==> config.mk <==
export PLATFORM = sky130hd
export DESIGN_NAME = maxpool_window_ctrl
export DESIGN_NICKNAME = d
export VERILOG_FILES = /design/src/rtl/pool_pkg.sv /design/src/rtl/pool_line_buffer.sv /design/src/rtl/maxpool_window_ctrl.sv
export SDC_FILE = /design/constraint.sdc
export NUM_CORES = 2
export LEC_CHECK = 0
export ABC_AREA = 1
export CAP_MARGIN = 20
export CORE_MARGIN = 5
export CORE_UTILIZATION = 45
export CTS_CLUSTER_DIAMETER = 60
export DETAILED_ROUTE_END_ITERATION = 12
export GPL_ROUTABILITY_DRIVEN = 0
export MAX_ROUTING_LAYER = met4
export PLACE_DENSITY = 0.6
export SLEW_MARGIN = 10
export SYNTH_ARGS = -nofsm -noshare
export SYNTH_HDL_FRONTEND = slang
export SYNTH_SLANG_ARGS = --single-unit
==> constraint.sdc <==
create_clock -name i_clk -period 5.4 [get_ports i_clk]
set_clock_uncertainty 0.1 [all_clocks]
set_input_delay 0.54 -clock i_clk [delete_from_list [all_inputs] [get_ports i_clk]]
set_output_delay 0.54 -clock i_clk [all_outputs]
set_load 0.05 [all_outputs]
==> src/rtl/pool_pkg.sv <==
// Shared types and constants for the 2x2 max-pool window path.
package pool_pkg;

    localparam int DATA_W = 24;
    localparam int WIN_W  = 4 * DATA_W;

    typedef logic signed [DATA_W-1:0] pixel_t;
    typedef logic [WIN_W-1:0]         window_t;

    // Lane offsets inside a packed window.
    localparam int TL = 0;
    localparam int TR = DATA_W;
    localparam int BL = 2 * DATA_W;
    localparam int BR = 3 * DATA_W;

    // Packs four pixels into the window lane layout.
    function automatic window_t pack_window(input pixel_t tl, input pixel_t tr,
                                           input pixel_t bl, input pixel_t br);
        window_t w;
        w = '0;
        w[TL +: DATA_W] = tl;
        w[TR +: DATA_W] = tr;
        w[BL +: DATA_W] = bl;
        w[BR +: DATA_W] = br;
        return w;
    endfunction

endpackage

==> src/rtl/pool_line_buffer.sv <==
// Single-port synchronous RAM holding one row of top pixel pairs.
// Writes and reads happen on different rows, so they never collide.
module pool_line_buffer #(
    parameter int DEPTH  = 64,
    parameter int WORD_W = 48,
    parameter int ADDR_W = 6
) (
    input  logic              i_clk,
    input  logic              i_wr_en,
    input  logic              i_rd_en,
    input  logic [ADDR_W-1:0] i_addr,
    input  logic [WORD_W-1:0] i_wr_data,
    output logic [WORD_W-1:0] o_rd_data
);

    // Storage is rounded up to a power of two so every address value is in range.
    localparam int MEM_DEPTH = (1 << ADDR_W);

    logic [WORD_W-1:0] r_mem [MEM_DEPTH];
    logic [WORD_W-1:0] r_rd_data;

    // Write port and registered read port sharing one address.
    always_ff @(posedge i_clk) begin
        if (i_wr_en) begin
            r_mem[i_addr] <= i_wr_data;
        end
        if (i_rd_en) begin
            r_rd_data <= r_mem[i_addr];
        end
    end

    assign o_rd_data = r_rd_data;

endmodule

==> src/rtl/maxpool_window_ctrl.sv <==
// Turns a raster pixel stream into non-overlapping 2x2 windows.
// Top row pairs are parked in a line buffer; on the odd row the stored
// pair is read back and merged with the current bottom pair.
module maxpool_window_ctrl
    import pool_pkg::*;
#(
    parameter int IMG_WIDTH  = 128,
    parameter int IMG_HEIGHT = 128
) (
    input  logic              i_clk,
    input  logic              i_rst,
    input  logic [DATA_W-1:0] i_pixel_data,
    input  logic              i_pixel_valid,
    output logic [WIN_W-1:0]  o_window_data,
    output logic              o_window_valid,
    output logic              o_frame_done,
    output logic              o_busy
);

    localparam int COL_W  = (IMG_WIDTH  > 2) ? $clog2(IMG_WIDTH)  : 1;
    localparam int ROW_W  = (IMG_HEIGHT > 2) ? $clog2(IMG_HEIGHT) : 1;
    localparam int DEPTH  = IMG_WIDTH / 2;
    localparam int ADDR_W = (DEPTH > 1) ? $clog2(DEPTH) : 1;
    localparam int WORD_W = 2 * DATA_W;

    localparam logic [COL_W-1:0] COL_LAST = COL_W'(IMG_WIDTH - 1);
    localparam logic [ROW_W-1:0] ROW_LAST = ROW_W'(IMG_HEIGHT - 1);

    // Position counters.
    logic [COL_W-1:0]  r_col;
    logic [ROW_W-1:0]  r_row;

    // Left element of the current pixel pair.
    pixel_t            r_held;

    // Line-buffer read tracking: r_rd_issued marks the cycle the RAM output
    // is fresh; r_rd_hold keeps it across valid gaps until it is consumed.
    logic              r_rd_issued;
    logic [WORD_W-1:0] r_rd_hold;
    logic              r_hold_vld;

    // Output registers.
    window_t           r_win_data;
    logic              r_win_vld;
    logic              r_frame_done;
    logic              r_busy;

    logic              w_col_last;
    logic              w_row_last;
    logic              w_col_odd;
    logic              w_row_odd;
    logic              w_col_in_pair;
    logic              w_row_in_pair;
    logic              w_wr_en;
    logic              w_rd_en;
    logic              w_buf_avail;
    logic              w_win_fire;
    logic              w_last_pixel;
    logic [ADDR_W-1:0] w_addr;
    logic [WORD_W-1:0] w_wr_data;
    logic [WORD_W-1:0] w_rd_data;
    logic [WORD_W-1:0] w_buf_word;
    pixel_t            w_pixel;

    assign w_pixel    = pixel_t'(i_pixel_data);
    assign w_col_last = (r_col == COL_LAST);
    assign w_row_last = (r_row == ROW_LAST);
    assign w_col_odd  = r_col[0];
    assign w_row_odd  = r_row[0];

    // A trailing odd column or odd row has no partner and is only counted.
    assign w_col_in_pair = ((IMG_WIDTH  % 2) == 0) || !w_col_last;
    assign w_row_in_pair = ((IMG_HEIGHT % 2) == 0) || !w_row_last;

    assign w_last_pixel = w_col_last && w_row_last;

    // Top row: store {right, left} once the pair is complete.
    assign w_wr_en   = i_pixel_valid && !w_row_odd && w_col_odd && w_row_in_pair;
    assign w_wr_data = {w_pixel, r_held};

    // Bottom row: fetch the matching top pair on the left beat.
    assign w_rd_en   = i_pixel_valid && w_row_odd && !w_col_odd && w_col_in_pair;

    assign w_addr    = ADDR_W'(r_col >> 1);

    // RAM output is used directly when the right beat follows immediately,
    // otherwise the held copy is used.
    assign w_buf_avail = r_rd_issued || r_hold_vld;
    assign w_buf_word  = r_rd_issued ? w_rd_data : r_rd_hold;
    assign w_win_fire  = i_pixel_valid && w_row_odd && w_col_odd && w_buf_avail;

    pool_line_buffer #(
        .DEPTH  (DEPTH),
        .WORD_W (WORD_W),
        .ADDR_W (ADDR_W)
    ) u_line_buffer (
        .i_clk     (i_clk),
        .i_wr_en   (w_wr_en),
        .i_rd_en   (w_rd_en),
        .i_addr    (w_addr),
        .i_wr_data (w_wr_data),
        .o_rd_data (w_rd_data)
    );

    // Column/row counters; they advance only on valid beats and wrap per frame.
    always_ff @(posedge i_clk or posedge i_rst) begin
        if (i_rst) begin
            r_col <= '0;
            r_row <= '0;
        end else if (i_pixel_valid) begin
            if (w_col_last) begin
                r_col <= '0;
                r_row <= w_row_last ? '0 : r_row + 1'b1;
            end else begin
                r_col <= r_col + 1'b1;
            end
        end
    end

    // Capture the left pixel of each pair on even columns.
    always_ff @(posedge i_clk or posedge i_rst) begin
        if (i_rst) begin
            r_held <= '0;
        end else if (i_pixel_valid && !w_col_odd) begin
            r_held <= w_pixel;
        end
    end

    // Track line-buffer read data and keep it until the right beat consumes it.
    always_ff @(posedge i_clk or posedge i_rst) begin
        if (i_rst) begin
            r_rd_issued <= 1'b0;
            r_rd_hold   <= '0;
            r_hold_vld  <= 1'b0;
        end else begin
            r_rd_issued <= w_rd_en;
            if (r_rd_issued) begin
                r_rd_hold <= w_rd_data;
            end
            if (w_win_fire) begin
                r_hold_vld <= 1'b0;
            end else if (r_rd_issued) begin
                r_hold_vld <= 1'b1;
            end
        end
    end

    // Register the completed window; data holds until the next window.
    always_ff @(posedge i_clk or posedge i_rst) begin
        if (i_rst) begin
            r_win_data <= '0;
            r_win_vld  <= 1'b0;
        end else begin
            r_win_vld <= w_win_fire;
            if (w_win_fire) begin
                r_win_data <= pack_window(pixel_t'(w_buf_word[DATA_W-1:0]),
                                          pixel_t'(w_buf_word[WORD_W-1:DATA_W]),
                                          r_held,
                                          w_pixel);
            end
        end
    end

    // Frame status: done pulse after the last beat, busy while a frame is open.
    always_ff @(posedge i_clk or posedge i_rst) begin
        if (i_rst) begin
            r_frame_done <= 1'b0;
            r_busy       <= 1'b0;
        end else begin
            r_frame_done <= i_pixel_valid && w_last_pixel;
            if (i_pixel_valid) begin
                r_busy <= !w_last_pixel;
            end
        end
    end

    assign o_window_data  = r_win_data;
    assign o_window_valid = r_win_vld;
    assign o_frame_done   = r_frame_done;
    assign o_busy         = r_busy;

endmodule

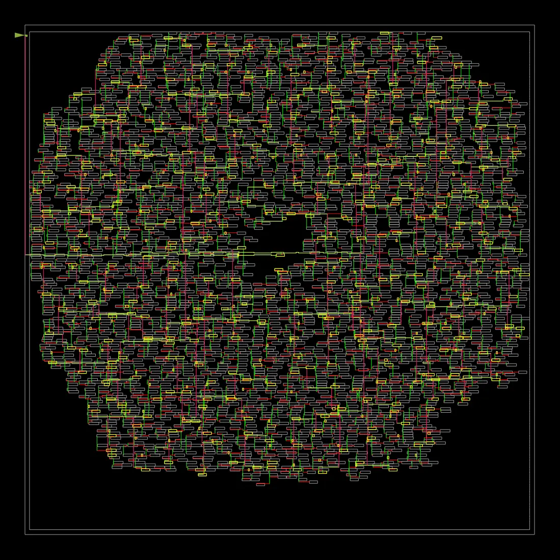
clock_nets.png
clock buffer instance count of the final layout: 458
Late-Pin Clk Latency: 0.92 ns
number of buffers added by the clock tree synthesis step: 348
Clock Power: 0.0230 W
Seq cells: 3307

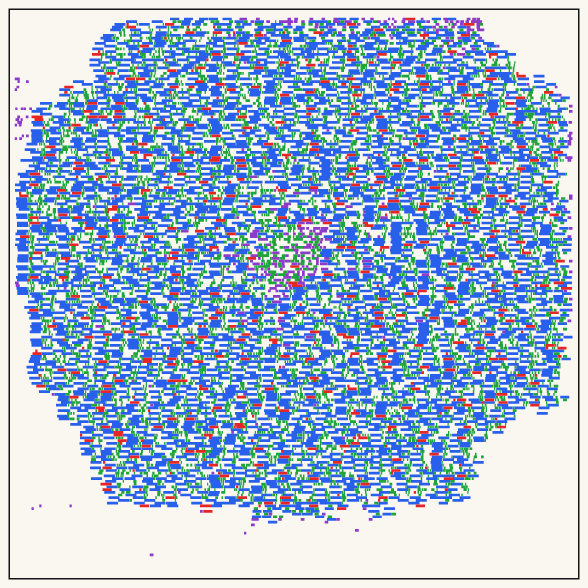
class_map.png
Drawn at 1 px/µm.
Key: blue = registers [cells 3307, share of their area 65%]; purple = remaining buffers and delay cells [cells 387, share of their area 2.5%]; green = remaining logic cells [cells 9287, share of their area 26%]; red = clock drivers and dummy loads [cells 631, share of their area 7.1%]
CORE AREA: 309000 µm²
row count: 204

==> results.txt <==
Implementation numbers.

- Buffers placed on the I/O ports in this run total 125.
- During I/O placement, the number of pins put on the boundary was 126.
- The HPWL reported at the end of detailed placement is 223 mm.
- The end-of-flow timing check tallies setup violations at 0.
- Setup repair after global routing left no endpoint under its margin.
- The number of buffers inserted for hold repair after clock tree synthesis is 5.
- The post-synthesis adder-cell area fraction is 0.000179.
- The vertical die dimension is 568 µm.
- The setup fix buffers added after clock tree synthesis is 0.
- The layout cell share with drive strength beyond 1 is 0.0846.
- In this run, the synthesized area fraction spent on xor and xnor cells is recorded as 0.000250.
- The fraction of power consumed by the clock network is 0.314.
- Across all stage logs, warnings added up to 80.
- Per the slew report, the remaining headroom to the max-slew limit stands at 0.294.
- The post-synthesis compound-gate area fraction is 0.0179.
- Looking at the critical path, the highest net fanout was 84.
- The cell type with the highest aggregate area in the netlist is edfxtp_1.
- The first global-routing pass estimated 589 mm of wire.
- The pin closest to its max-slew limit shows a slew of 1.06 ns.
- The number of antenna violations at the first check in global routing came to 33.
- The final routed DRC violation total is 0.
- The main area contributors are edfxtp_1 (67%), nand2_1 (10%), inv_1 (7.6%).
- The share of the Yosys chip area taken by registers is 0.702.
- By count the netlist is led by nand2_1 (3881), edfxtp_1 (3120), inv_1 (2819).
- The slowest stage of the critical path belongs to the cell nor2_4.
- The buffer levels on the longest clock path is 4.
- The power report attributes to the combinational group a share of 0.269.
- The final design utilization is 0.510.
- The worst setup path is captured at a flip-flop.
- The top flip-flop cell by instance count after synthesis is edfxtp_1.
- The number of nets handed over by synthesis was 13198.
- In the finished design, the share of the clock period the worst path needs comes to 0.771.
- The clock drives 3307 sinks.
- The number of vias per cell after detailed routing is 5.08.
- For reference, the top logic cell family by area is simple AND/OR/NAND/NOR gates.
- After detailed routing, the average wire length per cell comes to 23.0 µm.
- The iteration count recorded for the first detailed-route pass is 9.
- The starting utilization of the core area is 0.453.
- Counting endpoints that fail hold in the final report gives 0.
- In this run, the synthesized area fraction spent on and/or/nand/nor cells is recorded as 0.172.
- The count of instantiated cells in the yosys netlist is 13169.
- The overall via count from detail_route is 90263.
- In this run the critical path is formed by inv_8 -> nor3_1 -> nand2_1 -> inv_1 -> nand2_1 -> nor2_4 -> buf_4.
- The gate count of the mapped netlist is 13169.
- On the worst path, the slowest cell contributes a delay of 0.91 ns.
- The via count of the first global-routing pass is 84161.
- The relative contribution of sequential cells to total power is 0.417.
- The power density over cell area is 466 nW/µm².
- The power report puts the net switching power at 0.0256 W.
- The class of the most critical hold timing path is in2reg.
- The number of gates resized after CTS was 0.
- The number of violations of the max-capacitance limit is 0.
- For the worst setup path, the data arrival time is 4.62 ns.
- The detailed-route wire length is 409 mm.
- The number of H-tree levels is 5.
- The width of the die is 568 µm.
- From synthesis to final layout, the design area changed by 12.6%.
- The number of placed instances, taps included, is 17095.
- The final sum of negative setup slack is 0 ns.
- By instance count, the cell type seen most on the critical path is nand2_1.
- For the finished layout, the period the worst path requires is 4.16 ns.
- For this run, asynchronously set or reset flops after synthesis account for 0.0565.
- The synthesized design contains 3120 enable-type register cells.
- The number of violations reported at the end of detailed-routing iteration 0 is 11201.
- The global router's overall resource usage is 0.256.
- The non-filler instance count after layout is 17753.
- Looking at the worst setup and hold paths, the clock pins of their registers show a slew of 0.06 ns.
- Pins over their slew limit in the final report were tallied at 0.
- TritonCTS built the clock tree.
- The count of nets after finishing is 13360.
- Across all hold checks on the routed design, the worst slack comes to 0.115 ns.
- STA classifies the critical path startpoint as a flip-flop.
- The area of the die is 323000 µm².
- The flow ran to the end, and the final reports show no timing, DRC or antenna violations.
- The root buffer cell chosen for the clock tree is clkbuf_16.
- The analysis reports a worst IR drop on VDD of 0.606 mV.
- Sorting the synthesis cell report by count puts at the top nand2_1.
- Per the synthesis report, the number of distinct cell types is 26.
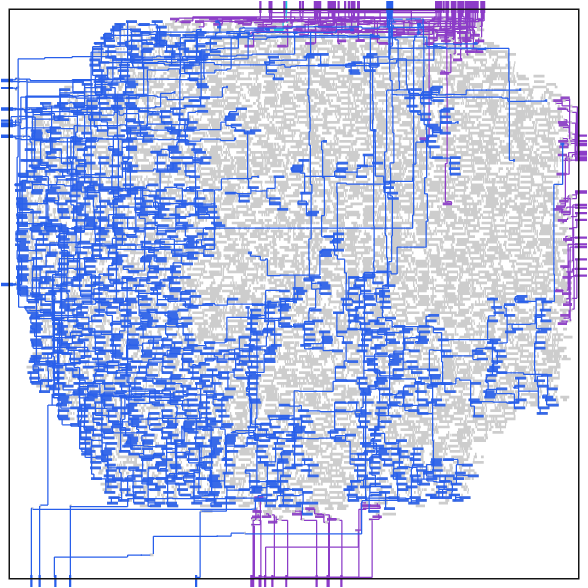
port_trees.png
Drawn at 1 px/µm.
Key: cyan = o_frame_done [bits 1, direction output, edge north, end cells 1, buffers 1, wire 23.2 µm]; purple = o_window_data [bits 96, direction output, edge 62 north, 22 east, 12 south, end cells 96, buffers 96, wire 7170 µm]; blue = i_pixel_data [bits 24, direction input, edge 13 west, 6 north, 5 south, end cells 1571, buffers 49, wire 32.6 mm]

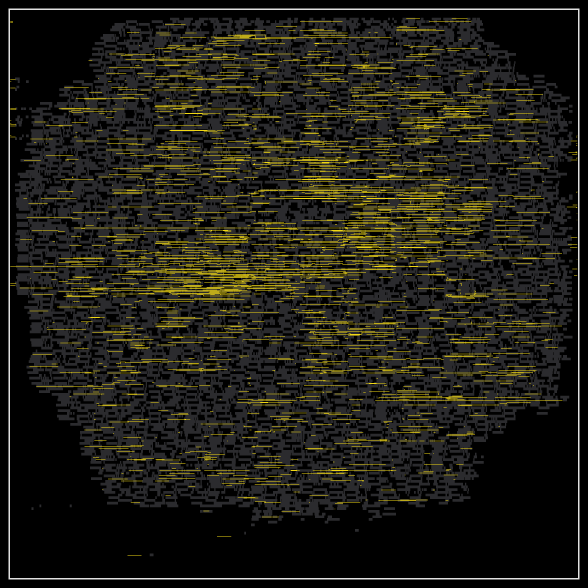
m3.png
Drawn at 1 px/µm.
The longest straight run is 339 µm. The layer carries 33.9 mm of wire.

-- flip-flops by register name, indices dropped and copies added (netlist names) --
register	cells
o_busy	1
o_frame_done	1
o_window_data	96
o_window_valid	1
r_col	7
r_held	24
r_hold_vld	1
r_rd_hold	48
r_rd_issued	1
r_row	7
u_line_buffer.o_rd_data	48
u_line_buffer.r_mem	3072
-- through the flow --
step | setup slack, ns | power (W) | area [µm²]
after global placement | 1.32 | 0.0508 | 147000
after detailed placement | 1.30 | 0.0509 | 147000
final | 1.24 | 0.0734 | 158000
after CTS | 1.36 | 0.0738 | 158000
after floorplan | 1.42 | 0.0434 | 140000
after global routing | 1.11 | 0.0766 | 158000
-- worst paths after layout --
check / startpoint / end / slack (ns) / cells after the start
setup / recovery: r_col[1]$_DFFE_PP0P_ / u_line_buffer.r_mem[63][30]$_DFFE_PP_ / 1.24 / 7
hold / removal: i_pixel_data[22] / u_line_buffer.r_mem[53][46]$_DFFE_PP_ / 0.11 / 1
setup reg to reg: r_col[1]$_DFFE_PP0P_ / u_line_buffer.r_mem[63][30]$_DFFE_PP_ / 1.24 / 7
hold reg to reg: r_held[16]$_DFFE_PP0P_ / r_held[16]$_DFFE_PP0P_ / 0.39 / 2
max in group asynchronous: i_rst / r_rd_hold[45]$_DFF_PP0_ / 3.37 / 4
min in group asynchronous: i_rst / o_window_data[88]$_DFFE_PP0P_ / 0.55 / 3
-- placed cells by master, fill, tap and decap left out, types with 4 or more instances in the layout --
master and instances:
a21oi_1 16, buf_12 56, buf_2 20, buf_4 205, bufinv_16 15, clkbuf_1 88
clkbuf_16 352, clkbuf_8 18, clkdlybuf4s50_1 101, clkinv_1 65, clkinv_16 5, clkinv_2 62
clkinv_8 5, clkinvlp_4 8, dfrtp_1 161, dfrtp_2 23, diode_2 21, dlygate4sd3_1 5
edfxtp_1 3120, inv_1 2818, inv_16 5, inv_6 5, inv_8 4, mux2_2 142
nand2_1 3879, nand3_1 1420, nor2_1 304, nor2_4 72, nor3_1 4, nor3_2 4
nor3_4 4, o211ai_1 22, o21ai_0 125, o21ai_1 325, or2_2 137
-- power by group through the flow --
| stage | clock (W) | combinational, W | sequential [W] |
|---|---|---|---|
| floorplan | 0 | 0.0112 | 0.0322 |
| global placement | 0 | 0.0196 | 0.0312 |
| detailed placement | 0 | 0.0197 | 0.0312 |
| CTS | 0.0234 | 0.0198 | 0.0307 |
| global route | 0.0244 | 0.0215 | 0.0307 |
| finish | 0.0230 | 0.0198 | 0.0306 |
-- final cells by class --
cell class              count  area (µm²)
diodes                     21        52.6
clock buffers             458        9390
clock inverters           173        1470
fillers                 27157      152000
inverters                2823       10600
multi-input cells        6464       28800
flip-flops and latches   3307       98400
well taps                4120        5150
repair buffers            387        3820
-- worst max-delay path: cells and delay by family (launching register included) --
kind	cells	cell delay [ns]
buffers and inverters	3	0.92
DFF	1	0.88
and+or+nand+nor	4	1.85
-- metal layers --
metal / vias up / share of wire / global-route usage
met3: 677 / 0.083 / 0.0310
met5: - / 0 / -
met1: 43757 / 0.42 / 0.357
met2: 3665 / 0.46 / 0.396
li1: 42164 / - / -
met4: 0 / 0.034 / 0.0788
No activity file was given, so power comes from the tool's default toggle rates.
